File: src/rtl/shift_register_controller_pkg.sv
`default_nettype none
// ============================================================================
// Package : shift_ctrl_pkg
// Shared types and constants for the shift register controller.
// Rev     : 1.0
// ============================================================================
package shift_ctrl_pkg;

   localparam int WIDTH_DEF = 4;
   localparam int CNT_W_DEF = 3;

   localparam logic DIR_RIGHT = 1'b0;
   localparam logic DIR_LEFT  = 1'b1;

   typedef enum logic [1:0] {
      ST_IDLE    = 2'd0,
      ST_SHIFT   = 2'd1,
      ST_CAPTURE = 2'd2,
      ST_DONE    = 2'd3
   } state_t;

   function automatic int unsigned clamp_len(input int unsigned len, input int unsigned width);
      return (len > width) ? width : len;
   endfunction

endpackage
`default_nettype wire

File: src/rtl/shift_register_controller_if.sv
`default_nettype none
// ============================================================================
// Interface : shift_register_controller_if
// Requester and shift-register signals; SHIFT_CTRL_ABORT_EN adds abort/aborted.
// Rev       : 1.0
// ============================================================================
interface shift_register_controller_if
   import shift_ctrl_pkg::*;
#(
   parameter int WIDTH = WIDTH_DEF,
   parameter int CNT_W = CNT_W_DEF
);
   logic             req0, req1;
   logic             dir0, dir1;
   logic [WIDTH-1:0] data0, data1;
   logic [CNT_W-1:0] len0, len1;
   logic [WIDTH-1:0] q_in;
   logic             gnt0, gnt1;
   logic             done0, done1;
   logic             busy;
   logic [WIDTH-1:0] result;
   logic             sens, sr, sl, shift_en;
`ifdef SHIFT_CTRL_ABORT_EN
   logic             abort;
   logic             aborted;
`endif

   modport master (
      output req0, req1, dir0, dir1, data0, data1, len0, len1, q_in,
      input  gnt0, gnt1, done0, done1, busy, result, sens, sr, sl, shift_en
`ifdef SHIFT_CTRL_ABORT_EN
      , output abort, input aborted
`endif
   );

   modport slave (
      input  req0, req1, dir0, dir1, data0, data1, len0, len1, q_in,
      output gnt0, gnt1, done0, done1, busy, result, sens, sr, sl, shift_en
`ifdef SHIFT_CTRL_ABORT_EN
      , input abort, output aborted
`endif
   );

endinterface
`default_nettype wire

File: src/rtl/shift_register_controller_arb.sv
`default_nettype none
// ============================================================================
// Module : rr_arbiter_2
// Two-input round-robin arbiter; priority moves to the non-owner on advance.
// Rev    : 1.0
// ============================================================================
module rr_arbiter_2 (
   input  logic clk,
   input  logic rst,
   input  logic i_req0,
   input  logic i_req1,
   input  logic i_gnt_valid,
   input  logic i_advance,
   input  logic i_owner,
   output logic o_gnt0,
   output logic o_gnt1
);
   logic r_prio;

   always_ff @(posedge clk or posedge rst) begin
      if (rst) begin
         r_prio <= 1'b0;
      end else if (i_advance) begin
         r_prio <= ~i_owner;
      end
   end

   assign o_gnt0 = i_gnt_valid & i_req0 & (~i_req1 | ~r_prio);
   assign o_gnt1 = i_gnt_valid & i_req1 & (~i_req0 |  r_prio);

endmodule
`default_nettype wire

File: src/rtl/shift_register_controller.sv
`default_nettype none
// ============================================================================
// Module : shift_register_controller
// Arbitrates two requesters onto one serial-in shift register and sequences
// the shifts. Optional macro SHIFT_CTRL_ABORT_EN adds abort/aborted.
// Rev    : 1.0
// ============================================================================
module shift_register_controller
   import shift_ctrl_pkg::*;
#(
   parameter int WIDTH = WIDTH_DEF,
   parameter int CNT_W = CNT_W_DEF
)(
   input logic                        h,
   input logic                        rst,
   shift_register_controller_if.slave bus
);
   state_t           r_state;
   logic             r_owner, r_dir;
   logic             r_gnt0, r_gnt1, r_done0, r_done1, r_busy;
   logic             r_sens, r_sr, r_sl, r_shift_en;
   logic [WIDTH-1:0] r_word, r_result;
   logic [CNT_W-1:0] r_cnt;

   logic             w_win0, w_win1, w_any, w_dir, w_idle, w_adv, w_abort;
   logic [WIDTH-1:0] w_data;
   logic [CNT_W-1:0] w_len_raw, w_len;

   assign w_idle    = (r_state == ST_IDLE);
   assign w_any     = w_win0 | w_win1;
   assign w_dir     = w_win1 ? bus.dir1  : bus.dir0;
   assign w_data    = w_win1 ? bus.data1 : bus.data0;
   assign w_len_raw = w_win1 ? bus.len1  : bus.len0;
   assign w_len     = CNT_W'(clamp_len({{(32-CNT_W){1'b0}}, w_len_raw}, WIDTH));

`ifdef SHIFT_CTRL_ABORT_EN
   logic r_aborted;
   assign w_abort     = bus.abort && (r_state == ST_SHIFT);
   assign bus.aborted = r_aborted;
`else
   assign w_abort = 1'b0;
`endif

   // Priority flips once per transfer, whether it completes or is aborted.
   assign w_adv = (r_state == ST_CAPTURE) || w_abort;

   rr_arbiter_2 u_arb (
      .clk         (h),
      .rst         (rst),
      .i_req0      (bus.req0),
      .i_req1      (bus.req1),
      .i_gnt_valid (w_idle),
      .i_advance   (w_adv),
      .i_owner     (r_owner),
      .o_gnt0      (w_win0),
      .o_gnt1      (w_win1)
   );

   always_ff @(posedge h or posedge rst) begin
      if (rst) begin
         r_state    <= ST_IDLE;
         r_owner    <= 1'b0;
         r_dir      <= 1'b0;
         r_word     <= '0;
         r_cnt      <= '0;
         r_result   <= '0;
         r_gnt0     <= 1'b0;
         r_gnt1     <= 1'b0;
         r_done0    <= 1'b0;
         r_done1    <= 1'b0;
         r_busy     <= 1'b0;
         r_sens     <= 1'b0;
         r_sr       <= 1'b0;
         r_sl       <= 1'b0;
         r_shift_en <= 1'b0;
`ifdef SHIFT_CTRL_ABORT_EN
         r_aborted  <= 1'b0;
`endif
      end else begin
         r_gnt0  <= 1'b0;
         r_gnt1  <= 1'b0;
         r_done0 <= 1'b0;
         r_done1 <= 1'b0;
`ifdef SHIFT_CTRL_ABORT_EN
         r_aborted <= 1'b0;
`endif
         case (r_state)
            ST_IDLE: begin
               if (w_any) begin
                  r_owner <= w_win1;
                  r_dir   <= w_dir;
                  r_gnt0  <= w_win0;
                  r_gnt1  <= w_win1;
                  r_busy  <= 1'b1;
                  r_cnt   <= w_len;
                  if (w_len == '0) begin
                     r_word  <= w_data;
                     r_state <= ST_CAPTURE;
                  end else begin
                     // First bit goes out on the grant edge so shifting starts next cycle.
                     r_state    <= ST_SHIFT;
                     r_shift_en <= 1'b1;
                     r_sens     <= w_dir;
                     r_sr       <= (w_dir == DIR_RIGHT) ? w_data[0]       : 1'b0;
                     r_sl       <= (w_dir == DIR_LEFT)  ? w_data[WIDTH-1] : 1'b0;
                     r_word     <= (w_dir == DIR_LEFT)  ? (w_data << 1)   : (w_data >> 1);
                  end
               end
            end
            ST_SHIFT: begin
               r_cnt <= r_cnt - 1'b1;
               if (w_abort || (r_cnt == CNT_W'(1))) begin
                  r_shift_en <= 1'b0;
                  r_sr       <= 1'b0;
                  r_sl       <= 1'b0;
                  r_state    <= ST_CAPTURE;
`ifdef SHIFT_CTRL_ABORT_EN
                  if (w_abort) begin
                     r_state   <= ST_IDLE;
                     r_busy    <= 1'b0;
                     r_aborted <= 1'b1;
                  end
`endif
               end else begin
                  r_sr   <= (r_dir == DIR_RIGHT) ? r_word[0]       : 1'b0;
                  r_sl   <= (r_dir == DIR_LEFT)  ? r_word[WIDTH-1] : 1'b0;
                  r_word <= (r_dir == DIR_LEFT)  ? (r_word << 1)   : (r_word >> 1);
               end
            end
            ST_CAPTURE: begin
               r_result <= bus.q_in;
               r_done0  <= ~r_owner;
               r_done1  <= r_owner;
               r_state  <= ST_DONE;
            end
            ST_DONE: begin
               r_busy  <= 1'b0;
               r_state <= ST_IDLE;
            end
            default: r_state <= ST_IDLE;
         endcase
      end
   end

   assign bus.gnt0     = r_gnt0;
   assign bus.gnt1     = r_gnt1;
   assign bus.done0    = r_done0;
   assign bus.done1    = r_done1;
   assign bus.busy     = r_busy;
   assign bus.result   = r_result;
   assign bus.sens     = r_sens;
   assign bus.sr       = r_sr;
   assign bus.sl       = r_sl;
   assign bus.shift_en = r_shift_en;

endmodule
`default_nettype wire

File: src/flat_wrapper.sv
// flat-port wrapper written by rule: the top's interface ports become plain ports
module shift_register_controller_flat import shift_ctrl_pkg::*;
#(
   parameter int WIDTH = WIDTH_DEF,
   parameter int CNT_W = CNT_W_DEF
)
  (h, rst, bus_req0, bus_req1, bus_dir0, bus_dir1, bus_data0, bus_data1, bus_len0, bus_len1, bus_q_in, bus_gnt0, bus_gnt1, bus_done0, bus_done1, bus_busy, bus_result, bus_sens, bus_sr, bus_sl, bus_shift_en);
  shift_register_controller_if #(.WIDTH(WIDTH), .CNT_W(CNT_W)) bus_i ();
  input logic h;
  input logic rst;
  input wire logic [$bits(bus_i.req0)-1:0] bus_req0;
  input wire logic [$bits(bus_i.req1)-1:0] bus_req1;
  input wire logic [$bits(bus_i.dir0)-1:0] bus_dir0;
  input wire logic [$bits(bus_i.dir1)-1:0] bus_dir1;
  input wire logic [$bits(bus_i.data0)-1:0] bus_data0;
  input wire logic [$bits(bus_i.data1)-1:0] bus_data1;
  input wire logic [$bits(bus_i.len0)-1:0] bus_len0;
  input wire logic [$bits(bus_i.len1)-1:0] bus_len1;
  input wire logic [$bits(bus_i.q_in)-1:0] bus_q_in;
  output wire logic [$bits(bus_i.gnt0)-1:0] bus_gnt0;
  output wire logic [$bits(bus_i.gnt1)-1:0] bus_gnt1;
  output wire logic [$bits(bus_i.done0)-1:0] bus_done0;
  output wire logic [$bits(bus_i.done1)-1:0] bus_done1;
  output wire logic [$bits(bus_i.busy)-1:0] bus_busy;
  output wire logic [$bits(bus_i.result)-1:0] bus_result;
  output wire logic [$bits(bus_i.sens)-1:0] bus_sens;
  output wire logic [$bits(bus_i.sr)-1:0] bus_sr;
  output wire logic [$bits(bus_i.sl)-1:0] bus_sl;
  output wire logic [$bits(bus_i.shift_en)-1:0] bus_shift_en;
  assign bus_i.req0 = bus_req0;
  assign bus_i.req1 = bus_req1;
  assign bus_i.dir0 = bus_dir0;
  assign bus_i.dir1 = bus_dir1;
  assign bus_i.data0 = bus_data0;
  assign bus_i.data1 = bus_data1;
  assign bus_i.len0 = bus_len0;
  assign bus_i.len1 = bus_len1;
  assign bus_i.q_in = bus_q_in;
  assign bus_gnt0 = bus_i.gnt0;
  assign bus_gnt1 = bus_i.gnt1;
  assign bus_done0 = bus_i.done0;
  assign bus_done1 = bus_i.done1;
  assign bus_busy = bus_i.busy;
  assign bus_result = bus_i.result;
  assign bus_sens = bus_i.sens;
  assign bus_sr = bus_i.sr;
  assign bus_sl = bus_i.sl;
  assign bus_shift_en = bus_i.shift_en;
  shift_register_controller #(.WIDTH(WIDTH), .CNT_W(CNT_W)) u_core (.h(h), .rst(rst), .bus(bus_i));
endmodule
File: config.mk
export PLATFORM = sky130hd
export DESIGN_NAME = shift_register_controller_flat
export DESIGN_NICKNAME = d
export VERILOG_FILES = /design/src/rtl/shift_register_controller_pkg.sv /design/src/rtl/shift_register_controller_if.sv /design/src/rtl/shift_register_controller_arb.sv /design/src/rtl/shift_register_controller.sv /design/src/flat_wrapper.sv
export SDC_FILE = /design/constraint.sdc
export NUM_CORES = 1
export LEC_CHECK = 0
export ABC_AREA = 1
export CAP_MARGIN = 10
export CORE_AREA = 2 2 59 61
export CTS_BUF_LIST = sky130_fd_sc_hd__clkbuf_16
export CTS_CLUSTER_SIZE = 16
export DETAILED_ROUTE_END_ITERATION = 7
export DIE_AREA = 0 0 61 63
export PLACE_DENSITY = 0.78
export SLEW_MARGIN = 20
export SYNTH_ARGS = -nofsm -noshare
export SYNTH_HDL_FRONTEND = slang
export SYNTH_SLANG_ARGS = --single-unit
export TNS_END_PERCENT = 100
File: constraint.sdc
create_clock -name h -period 1.92 [get_ports h]
set_clock_uncertainty 0.1 [all_clocks]
set_input_delay 0.384 -clock h [delete_from_list [all_inputs] [get_ports h]]
set_output_delay 0.384 -clock h [all_outputs]
set_load 0.02 [all_outputs]
Run 1, routing congestion map:
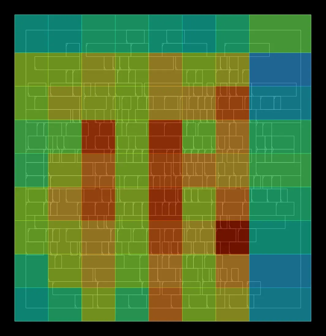
met3 usage: 0.0269
Most Crowded Layer GR: met2
met1 GRT Util: 0.254

Run 1, wiring by layer:
Only two layers are drawn.
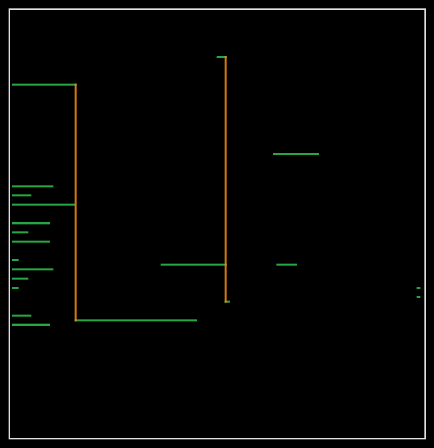
layer	colour	wire length
met4	orange	70.7 microns
met3	green	94.3 microns

Run 1, sequential cells grouped by signal name:
The bar under the picture is 20 microns long. Other sequential cells in the stronger grey, the rest of the logic in the fainter grey.
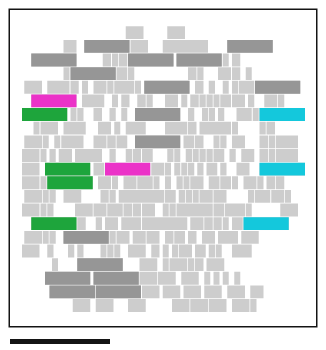
netlist name	colour	placed flops
u_core.r_cnt	cyan	3
u_core.r_state	magenta	2
u_core.bus.result	green	4
not coloured	16

==> results.json, run 1 <==
{
  "maxSlewViolCount": 0,
  "powerComb_uw": 2070,
  "num_vias": 1459,
  "ys_area_sq_um": 1530,
  "p_per_area_nw_per_um2": 1570,
  "synth-edff-count": 0,
  "yosys.area.top_type_share": 0.409,
  "cap_violations": 0,
  "p_leak_uw": 0.00114,
  "postCtsSetupBuffers": 0,
  "routed_wl_microns": 3450,
  "clk_latency_ps": 260,
  "area_growth_pct": 44.7,
  "min_to": "u_core.bus.gnt0$_DFF_PP0_",
  "critPathCapture": "u_core.r_word[1]$_DFFE_PP0P_",
  "final_util": 0.685,
  "tap_cells": 46,
  "grt_pass1_wl_microns": 5890,
  "tightest_slew_ps": 317,
  "antennaDiodeCount": 0,
  "tool_warnings": 31,
  "whs_ps": 350,
  "ys.flops": 25,
  "place_area_sq_um": 2050,
  "min_period_over_period": 0.944,
  "use_met2": 0.333,
  "holdBufCountCts": 0,
  "required_ps": 1970,
  "post-synth-top-count-cell": "nand2_1",
  "inverters_excl_clock": 29,
  "overflow": 0,
  "maxPowerGroup": "combinational cells",
  "status": "completed",
  "fin_crit_ps": 1810,
  "seqPwrFrac": 0.269,
  "dp_slack_ps": -184,
  "setup_tns_ps": 0,
  "nClkBuffers": 3,
  "swShare": 0.428,
  "routed-wl-met3_microns": 94,
  "final_area_sq_um": 2210
}
--- run 2 (diff from run 1) ---
--- a/config.mk
+++ b/config.mk
@@ -12,6 +12,7 @@
 export CTS_CLUSTER_SIZE = 16
 export DETAILED_ROUTE_END_ITERATION = 7
 export DIE_AREA = 0 0 61 63
+export HOLD_SLACK_MARGIN = 0.12
 export PLACE_DENSITY = 0.78
 export SLEW_MARGIN = 20
 export SYNTH_ARGS = -nofsm -noshare
==> results.json, run 2 <==
{
  "maxPowerGroup": "combinational cells",
  "use_met2": 0.333,
  "inverters_excl_clock": 29,
  "area_growth_pct": 44.7,
  "post-synth-top-count-cell": "nand2_1",
  "maxSlewViolCount": 0,
  "tool_warnings": 31,
  "critPathCapture": "u_core.r_word[1]$_DFFE_PP0P_",
  "seqPwrFrac": 0.269,
  "holdBufCountCts": 0,
  "flop-count": 25,
  "min_to": "u_core.bus.gnt0$_DFF_PP0_",
  "cap_violations": 0,
  "final_util": 0.685,
  "gr-usage-met3": 0.0269,
  "nClkBuffers": 3,
  "overflow": 0,
  "top_usage_layer": "met2",
  "powerComb_uw": 2070,
  "routed-wl-met3_microns": 94,
  "yosys.area.top_type_share": 0.409,
  "min_period_over_period": 0.944,
  "ys.flops": 25,
  "status": "completed",
  "p_leak_uw": 0.00114,
  "final_area_sq_um": 2210,
  "portBuffers": 36,
  "postCtsSetupBuffers": 0,
  "num_vias": 1459,
  "place_area_sq_um": 2050,
  "tap_cells": 46,
  "tightest_slew_ps": 317,
  "whs_ps": 350,
  "required_ps": 1970,
  "grt_pass1_wl_microns": 5890,
  "clock_path_buffers": 2,
  "dp_slack_ps": -184,
  "ys_area_sq_um": 1530,
  "p_per_area_nw_per_um2": 1570
}
Run 2, cells by drive strength:
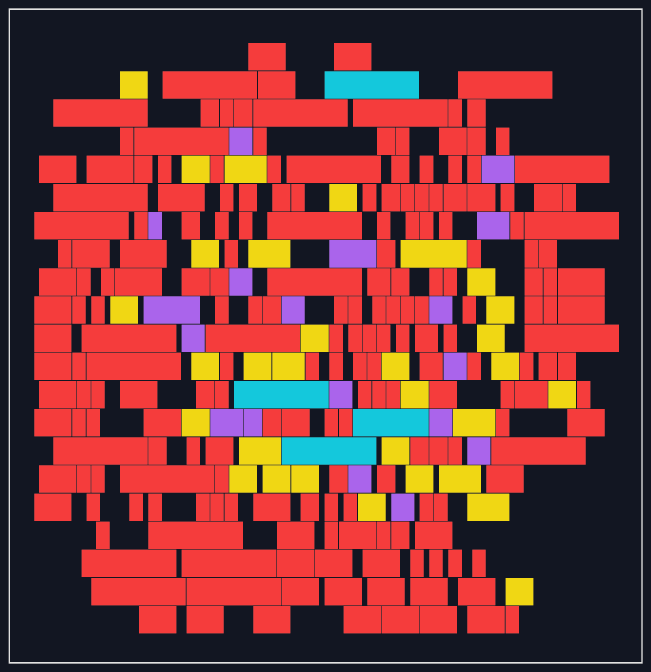
size	colour	cells	share	most used
drive 2	purple	18	6.9%	nand2_2
drive 1 or less	red	207	80%	nand2_1
drive 3 to 4	yellow	31	12%	buf_4
drive 6 and up	cyan	4	1.5%	clkbuf_16

Run 2, gate-type map:
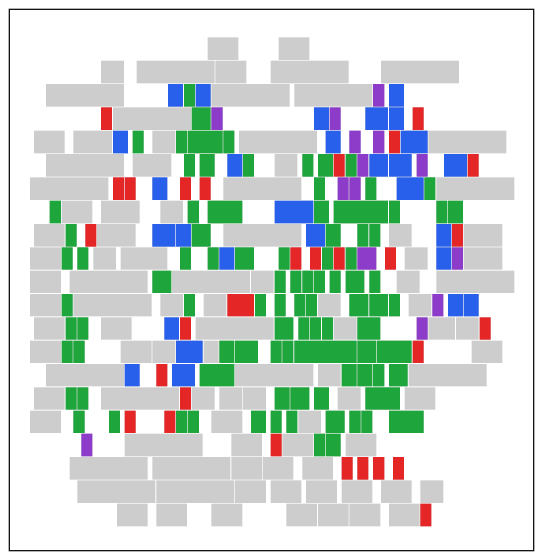
family	colour	cells
inverting AOI/OAI gates	blue	28
NOR gates	purple	14
NAND gates	green	93
inverters	red	29

